File: src/rtl/conv_ext_arbiter.sv
// Round-robin arbitrated sign/zero-extension engine: NREQ narrow-field requesters
// share one extender feeding a two-stage valid/ready pipeline (S1 capture, S2 output).
module conv_ext_arbiter #(
  parameter int NREQ = 4,
  parameter int IW   = 8,
  parameter int OW   = 32,
  parameter int WB   = $clog2(IW)
) (
  input  logic                     clk,
  input  logic                     rstn,
  input  logic [NREQ-1:0]          req_valid,
  output logic [NREQ-1:0]          req_ready,
  input  logic [NREQ*IW-1:0]       req_data,
  input  logic [NREQ*WB-1:0]       req_wm1,
  input  logic [NREQ-1:0]          req_signed,
  output logic                     res_valid,
  input  logic                     res_ready,
  output logic [OW-1:0]            res_data,
  output logic [$clog2(NREQ)-1:0]  res_id,
  output logic [15:0]              conv_cnt
);

  localparam int IDW = $clog2(NREQ);

  // Keep only bits [wm1:0] of the field.
  function automatic logic [IW-1:0] mask_f(input logic [IW-1:0] d, input logic [WB-1:0] wm1);
    logic [IW-1:0] m;
    m = '0;
    for (int b = 0; b < IW; b++) m[b] = (b <= int'(wm1)) ? d[b] : 1'b0;
    return m;
  endfunction

  // Fill bits above wm1 with bit wm1 (signed) or zero (unsigned).
  function automatic logic [OW-1:0] ext_f(input logic [IW-1:0] d, input logic [WB-1:0] wm1,
                                          input logic sgn);
    logic          sb;
    logic [OW-1:0] r;
    sb = 1'b0;
    for (int b = 0; b < IW; b++) sb = (b == int'(wm1)) ? d[b] : sb;
    r = {OW{sgn & sb}};
    for (int b = 0; b < IW; b++) r[b] = (b <= int'(wm1)) ? d[b] : r[b];
    return r;
  endfunction

  logic             s1_valid_q, s1_valid_d;
  logic [IW-1:0]    s1_data_q, s1_data_d;
  logic [WB-1:0]    s1_wm1_q, s1_wm1_d;
  logic             s1_signed_q, s1_signed_d;
  logic [IDW-1:0]   s1_id_q, s1_id_d;
  logic             res_valid_q, res_valid_d;
  logic [OW-1:0]    res_data_q, res_data_d;
  logic [IDW-1:0]   res_id_q, res_id_d;
  logic [15:0]      conv_cnt_q, conv_cnt_d;
  logic [IDW-1:0]   rr_ptr_q, rr_ptr_d;

  logic             hi_hit_s, hi_found_s, lo_found_s;
  logic [IDW-1:0]   hi_idx_s, lo_idx_s;
  logic             gnt_found_s;
  logic [IDW-1:0]   gnt_idx_s;
  logic [IW-1:0]    sel_data_s;
  logic [WB-1:0]    sel_wm1_raw_s, sel_wm1_s;
  logic             sel_signed_s;
  logic             s2_free_s, s1_free_s, accept_s;

  // Round-robin search: lowest valid index at/above rr_ptr, else lowest valid overall.
  always_comb begin
    hi_hit_s   = 1'b0;
    hi_found_s = 1'b0;
    lo_found_s = 1'b0;
    hi_idx_s   = '0;
    lo_idx_s   = '0;
    for (int i = NREQ - 1; i >= 0; i--) begin
      hi_hit_s   = req_valid[i] && (IDW'(i) >= rr_ptr_q);
      hi_found_s = hi_found_s | hi_hit_s;
      hi_idx_s   = hi_hit_s ? IDW'(i) : hi_idx_s;
      lo_found_s = lo_found_s | req_valid[i];
      lo_idx_s   = req_valid[i] ? IDW'(i) : lo_idx_s;
    end
    gnt_found_s = lo_found_s;
    gnt_idx_s   = hi_found_s ? hi_idx_s : lo_idx_s;
  end

  // Mux the granted requester's fields and clamp its width code.
  always_comb begin
    sel_data_s    = '0;
    sel_wm1_raw_s = '0;
    sel_signed_s  = 1'b0;
    for (int i = 0; i < NREQ; i++) begin
      sel_data_s    = (IDW'(i) == gnt_idx_s) ? req_data[i*IW +: IW] : sel_data_s;
      sel_wm1_raw_s = (IDW'(i) == gnt_idx_s) ? req_wm1[i*WB +: WB] : sel_wm1_raw_s;
      sel_signed_s  = (IDW'(i) == gnt_idx_s) ? req_signed[i] : sel_signed_s;
    end
    sel_wm1_s = (int'(sel_wm1_raw_s) >= IW - 1) ? WB'(IW - 1) : sel_wm1_raw_s;
  end

  // Handshake qualifiers and the one-hot ready vector.
  always_comb begin
    s2_free_s = !res_valid_q || res_ready;
    s1_free_s = !s1_valid_q || s2_free_s;
    accept_s  = gnt_found_s && s1_free_s;
    req_ready = '0;
    for (int i = 0; i < NREQ; i++) req_ready[i] = accept_s && (gnt_idx_s == IDW'(i));
  end

  // Next-state for both pipeline stages, the pointer and the handoff counter.
  always_comb begin
    s1_valid_d  = s1_valid_q;
    s1_data_d   = s1_data_q;
    s1_wm1_d    = s1_wm1_q;
    s1_signed_d = s1_signed_q;
    s1_id_d     = s1_id_q;
    rr_ptr_d    = rr_ptr_q;
    res_valid_d = res_valid_q;
    res_data_d  = res_data_q;
    res_id_d    = res_id_q;
    if (accept_s) begin
      s1_valid_d  = 1'b1;
      s1_data_d   = mask_f(sel_data_s, sel_wm1_s);
      s1_wm1_d    = sel_wm1_s;
      s1_signed_d = sel_signed_s;
      s1_id_d     = gnt_idx_s;
      rr_ptr_d    = (gnt_idx_s == IDW'(NREQ - 1)) ? '0 : gnt_idx_s + IDW'(1);
    end else if (s2_free_s) begin
      s1_valid_d = 1'b0;
    end else begin
      s1_valid_d = s1_valid_q;
    end
    // Payload only moves with a valid S1 so an idle S2 keeps its last result.
    if (s2_free_s) begin
      res_valid_d = s1_valid_q;
      if (s1_valid_q) begin
        res_data_d = ext_f(s1_data_q, s1_wm1_q, s1_signed_q);
        res_id_d   = s1_id_q;
      end else begin
        res_data_d = res_data_q;
        res_id_d   = res_id_q;
      end
    end else begin
      res_valid_d = res_valid_q;
    end
    conv_cnt_d = (res_valid_q && res_ready) ? conv_cnt_q + 16'd1 : conv_cnt_q;
  end

  // State registers.
  always_ff @(posedge clk or negedge rstn) begin
    if (!rstn) begin
      s1_valid_q  <= 1'b0;
      s1_data_q   <= '0;
      s1_wm1_q    <= '0;
      s1_signed_q <= 1'b0;
      s1_id_q     <= '0;
      res_valid_q <= 1'b0;
      res_data_q  <= '0;
      res_id_q    <= '0;
      conv_cnt_q  <= 16'd0;
      rr_ptr_q    <= '0;
    end else begin
      s1_valid_q  <= s1_valid_d;
      s1_data_q   <= s1_data_d;
      s1_wm1_q    <= s1_wm1_d;
      s1_signed_q <= s1_signed_d;
      s1_id_q     <= s1_id_d;
      res_valid_q <= res_valid_d;
      res_data_q  <= res_data_d;
      res_id_q    <= res_id_d;
      conv_cnt_q  <= conv_cnt_d;
      rr_ptr_q    <= rr_ptr_d;
    end
  end

  assign res_valid = res_valid_q;
  assign res_data  = res_data_q;
  assign res_id    = res_id_q;
  assign conv_cnt  = conv_cnt_q;

endmodule
File: config.mk
export PLATFORM = sky130hd
export DESIGN_NAME = conv_ext_arbiter
export DESIGN_NICKNAME = d
export VERILOG_FILES = /design/src/rtl/conv_ext_arbiter.sv
export SDC_FILE = /design/constraint.sdc
export NUM_CORES = 1
export LEC_CHECK = 0
export CAP_MARGIN = 20
export CELL_PAD_IN_SITES_DETAIL_PLACEMENT = 1
export CELL_PAD_IN_SITES_GLOBAL_PLACEMENT = 1
export CORE_MARGIN = 2
export CORE_UTILIZATION = 31
export DETAILED_ROUTE_END_ITERATION = 10
export PLACE_DENSITY_LB_ADDON = 0.1
export SYNTH_ARGS = -nofsm -noshare
export SYNTH_HDL_FRONTEND = slang
export SYNTH_SLANG_ARGS = --single-unit
File: constraint.sdc
create_clock -name clk -period 2.82 [get_ports clk]
set_input_delay 0.705 -clock clk [delete_from_list [all_inputs] [get_ports clk]]
set_output_delay 0.705 -clock clk [all_outputs]
set_load 0.03 [all_outputs]
==> ci_impl_report.md <==
## PnR job results

| Metric | Value |
|---|---|
| CTS tree | built |
| Status | completed |
| Commonest cells in the netlist | nand2_1 (50), dfrtp_1 (45), buf_4 (26) |
| Clk_lat worst skew | 290 ps |
| Comb area leader | simple AND/OR/NAND/NOR gates |
| R2r setup slk | 210 ps |
| Floorplan Nets | about 360 |
| Ys async rst share | 100% |
| Initial core utilization | roughly a third |
| CP Launch Point | req_valid[0] |
| Chip width | 96.9 microns |
| Core ar. | 8300 sq um |
| Final global-route overflow total | 0 |
| Initial antenna violation count | 0 |
| Peak VDD IR | ~0.00028 V |
| Clk buf depth | 2 |
| Root buffer cell | clkbuf_8 |
| Worst-path fanout max | 5 |
| Yosys adder share | 2.34% |
| Simple Share, Synth | 20.3% |
| Syn Inst Count | between 200 and 300 |
| Required time worst endpoint | 2120 ps |
| Final setup fails | 0 |
| Worst path depth | 10 |
| Synth Cell Area | 2670 sq um |
| Final Worst Setup Slack | 67.7 ps |
| Crit-path leading delay family | buffers and inverters |
| Buffers on Ports | about 110 |
| Area growth syn-to-layout | 48.3% |
| Design Power | 3.49 mW |
| Leading cell type by number of instances after synthesis | nand2_1 |
| Fillers | 966 |
| Cell taking the most area after synthesis | dfrtp_1 |
| Dpl ws | -684 ps |
-- repair_timing --
item / in CTS / in global routing
hold buffers: 0 / 0
setup buffers: 0 / 1
pin swaps: 2 / 2
resized: 21 / 10
endpoints found under the setup margin: 16 / 5
cloned: 0 / 0
-- layout make-up --
type / instances / area [sq um] / share of cell area [%]
clock buffer: 6 / 72.6 / 1.83
clock inverter: 2 / 10.0 / 0.253
inverter: 7 / 26.3 / 0.663
multi-input combinational: 209 / 1320 / 33.3
sequential: 45 / 1130 / 28.4
tap: 105 / 131 / 3.31
timing repair buffer: 137 / 1280 / 32.2
-- where the power goes --
part / switching, mW / internal (mW)
registers: 0.271 / 0.838
clock network: 0.211 / 0.172
logic: 1.08 / 0.920
total: 1.56 / 1.93
-- how the worst min path moves through the flow --
stage / start / endpoint / slack [ps] / cells after the start
after global routing: rstn / conv_cnt[7]$_DFFE_PN0P_ / 340 / 1
after CTS: rstn / conv_cnt[7]$_DFFE_PN0P_ / 320 / 1
after floorplan: rstn / conv_cnt[0]$_DFFE_PN0P_ / 410 / 0
after detailed placement: conv_cnt[15]$_DFFE_PN0P_ / conv_cnt[15]$_DFFE_PN0P_ / 460 / 1
final: rstn / conv_cnt[12]$_DFFE_PN0P_ / 320 / 1
after global placement: s1_id_q[1]$_DFFE_PN0P_ / res_id[1]$_DFFE_PN0P_ / 450 / 2
-- flip-flops by register name, summed over array words and instances (netlist names), 2 cells and up --
name and count:
s1_wm1_q 3, s1_data_q 8, s1_id_q 2, res_id 2, res_data 9, conv_cnt 16
rr_ptr_q 2
-- metal layers --
layer | share of wire [%] | GRT usage (%) | vias up
met5 | 0 | 0 | -
met3 | 5.3 | 3.18 | 7
met4 | 1.1 | 4.23 | 0
met1 | 44 | 19.6 | 1159
met2 | 50 | 28.1 | 82
li1 | - | - | 1235
**Sequential cells grouped by signal name**

(3 px per micron) Other sequential cells in the stronger grey, the rest of the logic in the fainter grey.
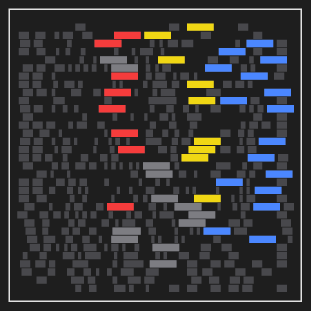
colour	signal	sequential cells
red	s1_data_q	8
yellow	res_data	9
blue	conv_cnt	16
Seq/total area: 28.4%
final core utilization: 47.8%
Seq power: 1.11 mW

**Track usage over the die**

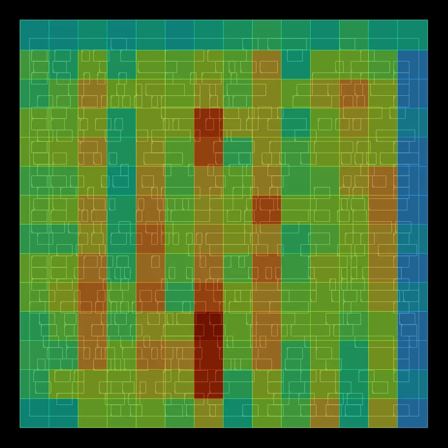
met1 Use GR: 19.6%
DR WL/cell: 14.6 microns

No activity file was given, so power comes from the tool's default toggle rates.
